<file path="config.mk">
export PLATFORM = sky130hd
export DESIGN_NAME = seq_mult64
export DESIGN_NICKNAME = d
export VERILOG_FILES = /design/src/rtl/seq_mult64.sv
export SDC_FILE = /design/constraint.sdc
export NUM_CORES = 1
export LEC_CHECK = 0
export CORE_ASPECT_RATIO = 0.75
export CORE_MARGIN = 3
export CORE_UTILIZATION = 35
export DETAILED_ROUTE_END_ITERATION = 16
export GPL_TIMING_DRIVEN = 0
export PLACE_DENSITY_LB_ADDON = 0.3
export SLEW_MARGIN = 5
export SYNTH_ARGS = -nofsm -noshare
export SYNTH_HDL_FRONTEND = slang
export SYNTH_SLANG_ARGS = --single-unit
</file>
<file path="constraint.sdc">
create_clock -name clk -period 29.7 [get_ports clk]
set_clock_uncertainty 0.05 [all_clocks]
set_input_delay 8.91 -clock clk [delete_from_list [all_inputs] [get_ports clk]]
set_output_delay 8.91 -clock clk [all_outputs]
set_load 0.005 [all_outputs]
</file>
<file path="src/rtl/seq_mult64.sv">
// seq_mult64 -- iterative shift-and-add multiplier (low 64 bits of a*b).
//
// Ports:
//   clk      system clock, rising edge
//   rst_n    asynchronous active-low reset
//   start    request, sampled only while idle
//   a, b     multiplicand / multiplier, captured on the accepted start edge
//   busy     high while an operation is in flight (RUN or DONE)
//   done     one-cycle pulse when product is final
//   product  low 64 bits of a*b; held until the next accepted start
//
// Also contains adder64, the ripple adder used as the accumulate datapath.

// adder64 -- 64-bit ripple-carry adder. The carry out of bit 63 is not
// produced: the only consumer works mod 2^64 and drops it.
module adder64 (
  input  logic [63:0] x,
  input  logic [63:0] y,
  output logic [63:0] sum
);
  logic [63:0] c;  // c[i] = carry into bit i

  assign c[0] = 1'b0;

  for (genvar i = 0; i < 64; i++) begin : g_bit
    assign sum[i] = x[i] ^ y[i] ^ c[i];
    if (i < 63) begin : g_carry
      assign c[i+1] = (x[i] & y[i]) | (c[i] & (x[i] ^ y[i]));
    end
  end
endmodule

module seq_mult64 #(
  parameter bit EARLY_EXIT = 1'b1
) (
  input  logic        clk,
  input  logic        rst_n,
  input  logic        start,
  input  logic [63:0] a,
  input  logic [63:0] b,
  output logic        busy,
  output logic        done,
  output logic [63:0] product
);
  typedef enum logic [1:0] {IDLE, RUN, DONE} state_t;

  state_t      state, state_nxt;
  logic [63:0] acc, mcand, mplier;
  logic [5:0]  count;
  logic [63:0] sum;

  adder64 u_add (
    .x   (acc),
    .y   (mcand),
    .sum (sum)
  );

  always_ff @(posedge clk or negedge rst_n) begin
    if (!rst_n) state <= IDLE;
    else        state <= state_nxt;
  end

  // Exit at the 64th iteration, or earlier once no multiplier bits remain
  // after this one (mplier[63:1] is what mplier becomes on this edge).
  always_comb begin
    state_nxt = state;
    case (state)
      IDLE: if (start) state_nxt = RUN;
      RUN:  if (count == 6'd63 || (EARLY_EXIT && mplier[63:1] == 63'd0))
              state_nxt = DONE;
      DONE: state_nxt = IDLE;
      default: state_nxt = IDLE;
    endcase
  end

  always_ff @(posedge clk or negedge rst_n) begin
    if (!rst_n) begin
      acc    <= '0;
      mcand  <= '0;
      mplier <= '0;
      count  <= '0;
    end else begin
      case (state)
        IDLE: if (start) begin
          acc    <= '0;
          mcand  <= a;
          mplier <= b;
          count  <= '0;
        end
        RUN: begin
          if (mplier[0]) acc <= sum;
          mcand  <= mcand << 1;
          mplier <= mplier >> 1;
          count  <= count + 6'd1;
        end
        default: ;
      endcase
    end
  end

  assign busy    = (state != IDLE);
  assign done    = (state == DONE);
  assign product = acc;
endmodule

</file>
==> job_summary.md <==
## Synthesis and layout report

| Metric | Value |
|---|---|
| Number of design rule violations left after detail routing | 0 |
| Maximum fanout along the worst path | 3 |
| Initial detailed-routing violation count | 529 |
| Detailed placement HPWL | 22000 um |
| Finish-stage setup viols | 0 |
| Overall via count from detail_route | 8677 |
| First-pass GRT wire length | 47300 um |
| Simple logic cell fraction of the synthesized area | 18.5% |
| Uppermost signal routing layer after detailed routing | met4 |
| Fraction of cell area in non-clock buffers | 17.5% |
| Net Count, Synth | 1349 |
| Met3 routed WL | 1780 um |
| Signal inverters | 125 |
| Via count of the first global-routing pass | 8405 |
| Area reported by Yosys stat | 10300 um^2 |
| Number of port buffers | 196 |
| Status | finished clean |
| Count of placed standard cells in the final layout, fillers left out | 1769 |
| Switching power | 0.446 mW |
| Post-layout period usage | 86.9% |
| Number of buffer and inverter stages on the critical path | 3 |
| Detail Route Antenna Nets | 0 |
| Total overflow reported by the global router | 0 |
| Maximum number of pins on one net before global-route repair | 77 |
| Cell area after layout | 13400 um^2 |
| Clock transition time at the flip-flop clock pins of the worst setup and hold paths | 0.07 ns |
| Maximum count of clock buffers along a single path | 2 |
| Adder and majority cell fraction of the synthesized area | 12.2% |
| Total Routed Length | 29300 um |
| Die x size | 205 um |
| Total routing usage reported by global routing | 18.9% |
| Number of unique standard cell types used by synthesis | 32 |
| Synthesized instance count | 1154 |
| Share of total power in the clock network | 19.7% |
| Data required, critical path | 29.96 ns |
| Source of the worst hold timing path | product[63]$_DFFE_PN0P_ |
| Core area | 28600 um^2 |
| Count of buffers added by post-CTS timing repair for setup | 0 |
| Avg Cell Area, Syn | 8.96 um^2 |
| Max power group | combinational cells |
| MaxCap Viol Count | 0 |
| Most common library cell in the layout ignoring fill and taps | sky130_fd_sc_hd__nand2_1 |
| Fraction of layout instances using a drive strength above 1 | 5.27% |
| Most frequent cells after synthesis | sky130_fd_sc_hd__nand2_1, sky130_fd_sc_hd__dfrtp_1, sky130_fd_sc_hd__nor2_1, sky130_fd_sc_hd__a31oi_1, sky130_fd_sc_hd__inv_1 |
| Capture point of the critical path | product[63]$_DFFE_PN0P_ |
| Share of Yosys cell area claimed by the top area cell type | 48.4% |
| Leakage power summed over all cells | 5.96 nW |
| Number of antenna violations at the first check in global routing | 0 |
| P_seq | 0.475 mW |
| Global placement routability congestion | 0.807 |
| FF/Latch Area | 5000 um^2 |
| Area of the mapped netlist | 10300 um^2 |
| # nets final | 1566 |
| Top cells by area | sky130_fd_sc_hd__dfrtp_1, sky130_fd_sc_hd__fa_1, sky130_fd_sc_hd__nand2_1 |
| Classification of the worst-slack hold path | register to register |
| Final min period | 25.81 ns |
Figure 1. Routed metal per tile.
The bar under the picture is 50 um long. 20 x 15 tiles, from dark purple (low) to yellow (high), scaled to the fullest tile. Values are wire area over tile area, all layers added.
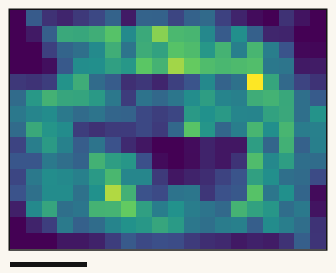
- tiles over half the peak: 26%
- nearly empty tiles: 6.0%
- mean over tiles: 0.15
- fullest tile: 0.41
- densest ninth of the die: top center

Figure 2. I/O nets highlighted.
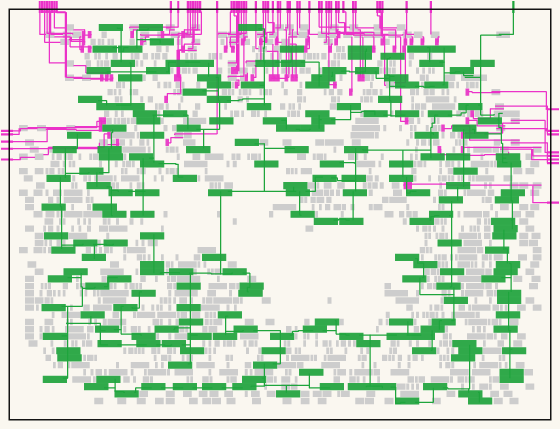
- `b`: magenta (bits 64; direction input; edge 51 top, 8 right, 5 left; end cells 64; buffers 64; wire 1990 um)
- `rst_n`: green (bits 1; direction input; edge top; end cells 200; buffers 3; wire 1650 um)

Figure 3. Routing congestion.
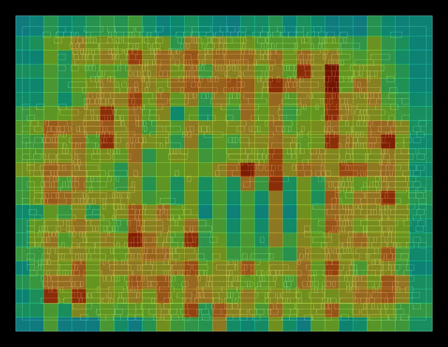
Layout Utilization: 47.0%
GR Layer Usage met1: 29.2%
most heavily used metal layer in global routing: met1
met3 track demand over resource: 3.99%
met2 Use GR: 27.3%

Figure 4. Cells colored by class.
The bar under the picture is 50 um long.
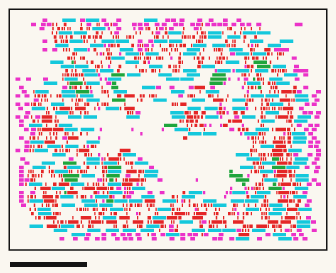
- clock drivers and dummy loads: green (cells 32; share of their area 4.6%)
- other buffers and delay cells: magenta (cells 275; share of their area 18%)
- flip-flops: cyan (cells 200; share of their area 39%)
- all other logic: red (cells 877; share of their area 39%)
number of rows created at floorplan: 53
fraction of area in registers: 37.2%

Power figures rest on the tool's default switching activity, not on a simulated workload.
